==> config.mk <==
export PLATFORM = sky130hd
export DESIGN_NAME = serial_adder_ctrl
export DESIGN_NICKNAME = d
export VERILOG_FILES = /design/src/rtl/serial_adder_ctrl.sv
export SDC_FILE = /design/constraint.sdc
export NUM_CORES = 1
export LEC_CHECK = 0
export ABC_AREA = 1
export CORE_MARGIN = 2
export CORE_UTILIZATION = 40
export DETAILED_ROUTE_END_ITERATION = 12
export GPL_TIMING_DRIVEN = 0
export PLACE_DENSITY = 0.65
export SETUP_SLACK_MARGIN = 0.15
export SYNTH_ARGS = -nofsm -noshare
export SYNTH_HDL_FRONTEND = slang
export SYNTH_SLANG_ARGS = --single-unit
==> constraint.sdc <==
create_clock -name clk -period 1.6 [get_ports clk]
set_input_delay 0.32 -clock clk [delete_from_list [all_inputs] [get_ports clk]]
set_output_delay 0.32 -clock clk [all_outputs]
set_load 0.02 [all_outputs]
run_1/met3.png
(6 px per um)
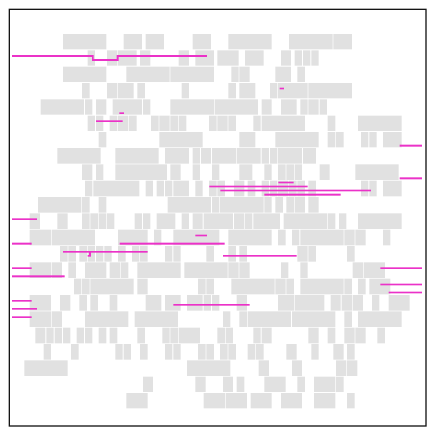
longest straight run	24.8 um
main direction	horizontal
share of all routed wire	5.6%
wire length on this layer	205 um
Post-Route WL: 3695 um
via count: 1549
GR Util met3: 3.779%

run_1/pins.png
(6 px per um) Pins as bars across the die edge, other pins in gray.
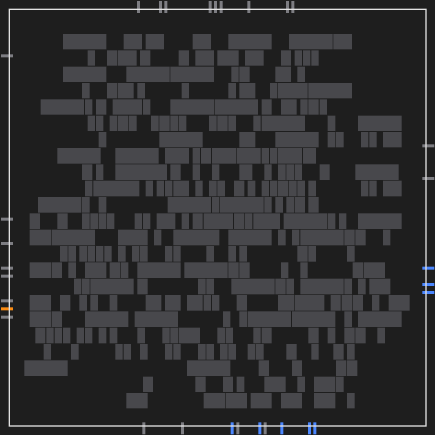
color	port	pins	direction	edge
orange	start	1	input	left
blue	a	8	input	5 bottom, 3 right
quantity of I/O buffers inserted on ports: 29
die height: 69.20 um
Die Wd: 69.20 um

run_1/final_congestion.png
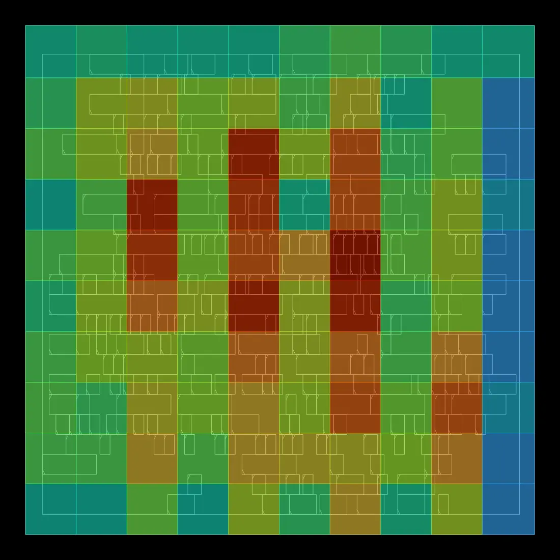
GRT met1 Usage: 20.95%
busiest grt layer: met2
gr usage total: 16.72%
Util after Layout: 53.47%

==> results.yml, run 1 <==
# generated from flow reports
pwr:
  peakVddDrop_mv: 0.5801
  cellLeakagePower_nw: 1.071
  p_per_area_nw_per_um2: 892.0
yosys:
  synth_seq_share_pct: 45.92
  ys_sh_xor_pct: 0
  syn_area_sq_um: 1700
  yosysWarningCount: 0
  synth-main-ff-cell: "dfxtp_1"
  fa_ha_area_share_pct: 1.913
  yosys-top-cells-count: "nand2_1, dfxtp_1, nor2_1"
  most_common_cell: "nand2_1"
  edf_count: 0
  synthSimpleGateAreaFrac_pct: 35.17
  yosysCellCount: 248
  fp_nets: 270
  compound_area_share_pct: 6.696
  logic_family: "simple AND/OR/NAND/NOR gates"
  largest_area_cell: "dfxtp_1"
  synthCells: 248
  ys_seq_elements: 39
  async_reset_ff_share_pct: 0
  synthTopCellsByArea: "dfxtp_1, nand2_1, nand3_1"
  avgSynthCellArea_sq_um: 6.856
  muxShareOfSynthArea_pct: 0
  synth_cell_types: 18
  top_area_share_pct: 45.92
  ys_area_sq_um: 1700
timing:
  slew_viol_final: 0
  skew_ns: 0.005821
  setup_viol: 0
  min_period_over_period_pct: 86.41
  setup_tns_ns: 0
  relSlewSlack_pct: 68.10
  hold_viol_final: 0
  fmax_ghz: 0.7233
  grt_setup_unrepaired: "no"
  min_period_ns: 1.383
  worst_slew_pin_slew_ns: 0.4785
  fin_hold_ws_ns: 0.4502
grt:
  overflow: 0
  grt_max_degree: 12
  grt_pass1_vias: 1499
  grt_pass1_wl_um: 6423
  antenna_found_initial: 0
place:
  gp_congestion: 0.8051
  dp_hpwl_um: 2533
  placed_area_sq_um: 2053
  dp_cells: 327
detailed_routing:
  wl_per_cell_um: 10.87
  via_per_inst: 4.556
  drc_errors: 0
  drt_first_pass_iters: 4
  ant_nets: 0
  drt_iter0_drc: 87
layout:
  stdcell_count: 340
  area_growth_pct: 27.59
  layout_top_cell: "nand2_1"
  design_area_sq_um: 2170
  nets: 311
  antennaDiodeCount: 0
  drive_gt1_share_pct: 10.69
  fillers: 418
  most-common-layout-cells: "nand2_1, dfxtp_1, nor2_1"
min_path:
  hold-path-cell-count: 3
  hold_path.class: "in2reg"
die:
  core.rowCount: 23
  core_area_sq_um: 4058
  pin_count: 31
  fp_util_pct: 41.91
  die_area_sq_um: 4789
clock_network:
  cts_root_buffer: "clkbuf_8"
  clk_pin_slew_ns: 0.07
  numCtsBuffers: 5
  clk_latency_ns: 0.29
  cts_tree: "built"
  hold_buffers: 0
  clockBufferDepth: 2
  clock_sinks: 39
  cts_max_level: 2
setup_path:
  crit_arrival_ns: 1.06
  path_class: "reg2out"
  r2r_slack_ns: 0.26
  cp.depth: 4
  worstSetupStartpointType: "flop"
  cp.required_ns: 1.28
  endpoint_kind: "primary output"
  path_cells: "inv_2, nor2_4, buf_6, buf_4"
  critPathMaxStageDelay_ns: 0.37
  path_max_fanout: 5
  worst_r2r_path_depth: 7
  critPathTopFamily: "flip-flops"
  cp.buffers_inverters: 3
  crit_slowest_cell: "dfxtp_4"
run_status:
  status: "finished, final reports clean"
flow_run:
  max-cap-violations: 0
  warnings: 27
## run 1: where the power goes
part | total [mW] | leakage (nW) | switching [mW] | internal, mW
Sequential | 1.03 | 0.319 | 0.0216 | 1.01
Combinational | 0.267 | 0.709 | 0.144 | 0.123
Clock | 0.637 | 0.0422 | 0.331 | 0.306
## run 1: tightest hold or removal path, stage by stage
cell and delay, ns:
buf_2 0.15, nand2_1 0.15, a21oi_1 0.08
## run 1: routing by layer
layer  track usage (%)  share of wire, %  vias to the layer above
met3             3.779               5.5                        6
met1             20.95                46                      667
met4             8.497               2.1                        0
met2             26.92                46                       37
li1                  -                 -                      839
met5                 0                 0                        -
## run 1: metrics by stage
stage | power [mW] | setup WS [ns]
floorplan | 1.208 | 0.4339
global placement | 1.305 | -0.3009
finish | 1.935 | 0.2174
detailed placement | 1.308 | -0.3102
CTS | 1.948 | 0.09951
global route | 2.036 | 0.1567
## run 1: layout make-up
type	instances	area (sq um)	share of cell area [%]
multi-input cells	168	747.0	34.43
clock buffers	7	76.32	3.518
clock inverters	1	5.005	0.2307
repair buffers	34	309.0	14.24
well taps	50	62.56	2.884
plain buffers	10	63.81	2.941
flip-flops and latches	39	787.0	36.27
inverters	31	118.9	5.479
## run 1: cell families after synthesis
| group | after synthesis |
|---|---|
| adders and majority gates | 2 |
| and+or+nand+nor | 144 |
| DFF | 39 |
| AOI/OAI and AO/OA | 22 |
| buffers and inverters | 41 |
## run 1: what timing repair did
item / CTS / global route
setup buffers: 1 / 4
endpoints found under the setup margin: 21 / 8
pin swaps: 1 / 1
resized: 21 / 6
==> inputs of run 2 (changes only) <==
--- a/config.mk
+++ b/config.mk
@@ -10,2 +10,3 @@
 export CORE_UTILIZATION = 40
+export CTS_CLUSTER_SIZE = 12
 export DETAILED_ROUTE_END_ITERATION = 12
@@ -13,3 +14,3 @@
 export PLACE_DENSITY = 0.65
-export SETUP_SLACK_MARGIN = 0.15
+export SETUP_SLACK_MARGIN = 0.3
 export SYNTH_ARGS = -nofsm -noshare
--- a/constraint.sdc
+++ b/constraint.sdc
@@ -3,2 +3,2 @@
 set_output_delay 0.32 -clock clk [all_outputs]
-set_load 0.02 [all_outputs]
+set_load 0.005 [all_outputs]
run_2/met2.png
(6 px per um)
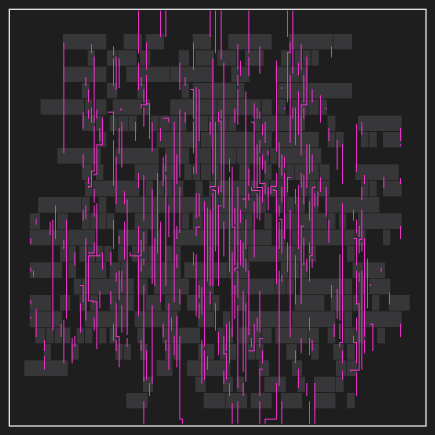
main direction	vertical
nets with wire on the layer	233
met2 usage: 28.10%
Post-Route WL: 3863 um
via count: 1585

==> run 2 against run 1 <==
Net effect:
- global-route usage is 0.39 points higher
- sequential power hardly changed
- non-clock buffer count rose by 6
- via count grew 2.3%
- routed wire length rose by 4.5%
- critical path type unchanged
- core utilization up 4.1 points
- maximum frequency rose by 2.4%
- sequential cell count unchanged
- power is 2.8% higher
- sequential share of layout area down 2.5 points
- worst hold slack is essentially flat
- combinational power rose by 18%
==> results.yml, run 2 <==
# generated from flow reports
run_status:
  status: "finished, final reports clean"
yosys:
  synth_cell_types: 18
  ys_sh_xor_pct: 0
  ys_seq_elements: 39
  syn_area_sq_um: 1700
  compound_area_share_pct: 6.696
  yosysCellCount: 248
  avgSynthCellArea_sq_um: 6.856
  synth_seq_share_pct: 45.92
  synthCells: 248
  most_common_cell: "nand2_1"
  synth-main-ff-cell: "dfxtp_1"
  muxShareOfSynthArea_pct: 0
  logic_family: "simple AND/OR/NAND/NOR gates"
  synthSimpleGateAreaFrac_pct: 35.17
  edf_count: 0
  fp_nets: 270
  top_area_share_pct: 45.92
  yosys-top-cells-count: "nand2_1, dfxtp_1, nor2_1"
  fa_ha_area_share_pct: 1.913
  yosysWarningCount: 0
  largest_area_cell: "dfxtp_1"
  synthTopCellsByArea: "dfxtp_1, nand2_1, nand3_1"
grt:
  grt_max_degree: 12
  use_met3_pct: 3.779
  grt_pass1_vias: 1536
  antenna_found_initial: 0
  grt_use_met1_pct: 21.11
  overflow: 0
  grt.total_usage_pct: 17.11
  grt_pass1_wl_um: 6561
flow_run:
  warnings: 28
  max-cap-violations: 0
clock_network:
  clk_latency_ns: 0.29
  cts_max_level: 2
  cts_root_buffer: "clkbuf_8"
  numCtsBuffers: 5
  cts_tree: "built"
  clock_sinks: 39
  clockBufferDepth: 2
  hold_buffers: 0
setup_path:
  worst_r2r_path_depth: 7
  r2r_slack_ns: 0.31
  path_cells: "buf_6, nor2_4, buf_6, buf_6"
  crit_arrival_ns: 1.03
  endpoint_kind: "primary output"
  path_max_fanout: 2
  critPathMaxStageDelay_ns: 0.32
  crit_slowest_cell: "dfxtp_2"
  cp.required_ns: 1.28
  path_class: "reg2out"
  worstSetupStartpointType: "flop"
die:
  fp_util_pct: 41.91
  die_h_um: 69.20
  die_x_um: 69.20
  pin_count: 31
  core_area_sq_um: 4058
  die_area_sq_um: 4789
  core.rowCount: 23
place:
  gp_congestion: 0.8051
  dp_cells: 327
  portBuffers: 29
  dp_slack_ns: -0.2714
  dp_hpwl_um: 2533
pwr:
  p_comb_share_pct: 15.9
  pwr-share-clk_pct: 32.2
  swShare_pct: 25.92
  finalPower_mw: 1.989
  internal_power_mw: 1.473
  cellLeakagePower_nw: 1.117
  switching_power_mw: 0.5155
  peakVddDrop_mv: 0.6028
  p_per_area_nw_per_um2: 851.8
detailed_routing:
  drt_iter0_drc: 73
  ant_nets: 0
  via_per_inst: 4.581
  drc_errors: 0
  drt_first_pass_iters: 4
  wl_per_cell_um: 11.16
timing:
  fin_ws_ns: 0.2497
  min_period_ns: 1.350
  grt_setup_unrepaired: "yes"
  setup_tns_ns: 0
  fmax_ghz: 0.7406
  slew_viol_final: 0
  relSlewSlack_pct: 67.39
  setup_viol: 0
  fin_hold_ws_ns: 0.4506
  hold_viol_final: 0
  min_period_over_period_pct: 84.39
  skew_ns: 0.004742
  worst_slew_pin_slew_ns: 0.4892
min_path:
  hold_path.class: "reg2reg"
  hold-path-cell-count: 2
layout:
  layout_top_cell: "nand2_1"
  drive_gt1_share_pct: 15.88
  nets: 317
  final_core_util_pct: 57.54
  most-common-layout-cells: "nand2_1, dfxtp_1, inv_1, nor2_1, nand3_1"
  design_area_sq_um: 2335
run_2/pins.png
(6 px per um) Pins as bars across the die edge, other pins in gray.
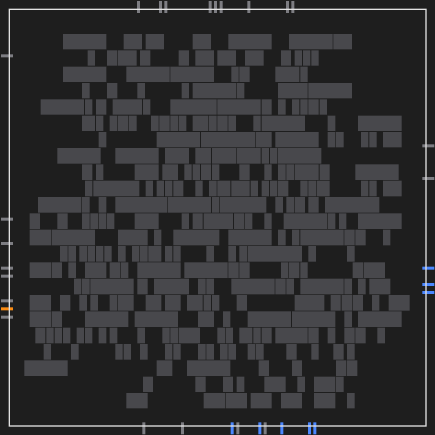
color	port	pins	direction	edge
orange	start	1	input	left
blue	a	8	input	5 bottom, 3 right
all pins by edge	9 bottom, 9 top, 8 left, 5 right

[run 2: cell counts after synthesis]
Identical to the previous run, type by type.
[run 2: power by group through the flow]
stage / clock network [mW] / logic [mW] / registers, mW
2_1_floorplan: 0 / 0.157 / 1.05
3_3_place_gp: 0 / 0.250 / 1.05
3_5_place_dp: 0 / 0.251 / 1.05
4_1_cts: 0.657 / 0.271 / 1.03
5_1_grt: 0.690 / 0.355 / 1.04
6_report: 0.640 / 0.316 / 1.03
[run 2: cell families (layout without fill, tap and decap cells)]
| logic type | count (synthesis) | after routing |
|---|---|---|
| AND-OR/OR-AND | 22 | 22 |
| adder cells (fa/ha/maj) | 2 | 2 |
| flip-flops | 39 | 39 |
| buffers and inverters | 41 | 89 |
| AND/OR/NAND/NOR | 144 | 144 |
[run 2: layout make-up]
cell class | instances | area, sq um | area share, %
Multi-Input combinational cell | 168 | 804.5 | 34.46
Sequential cell | 39 | 789.5 | 33.82
Timing Repair Buffer | 40 | 407.9 | 17.47
Inverter | 31 | 117.6 | 5.038
Clock buffer | 7 | 76.32 | 3.269
Buffer | 10 | 71.32 | 3.055
Tap cell | 50 | 62.56 | 2.680
Clock inverter | 1 | 5.005 | 0.2144
[run 2: routing by layer]
metal	wire [um]	vias to the layer above
li1	-	853
met1	1846	701
met2	1788	25
met3	147	6
met4	80	0
met5	0	-
[run 2: repair_timing]
item	4_1_cts	5_1_grt
resized	30	18
gates cloned	0	2
pin swaps	3	7
buffers inserted	4	5
endpoints found under the setup margin	31	31
[run 2: worst max-delay path, delay by kind of cell, from the launching register on]
family	cells	cell delay, ns
buffers and inverters	3	0.31
flip-flops	1	0.32
AND/OR/NAND/NOR	1	0.11
No activity file was given, so power comes from the tool's default toggle rates.
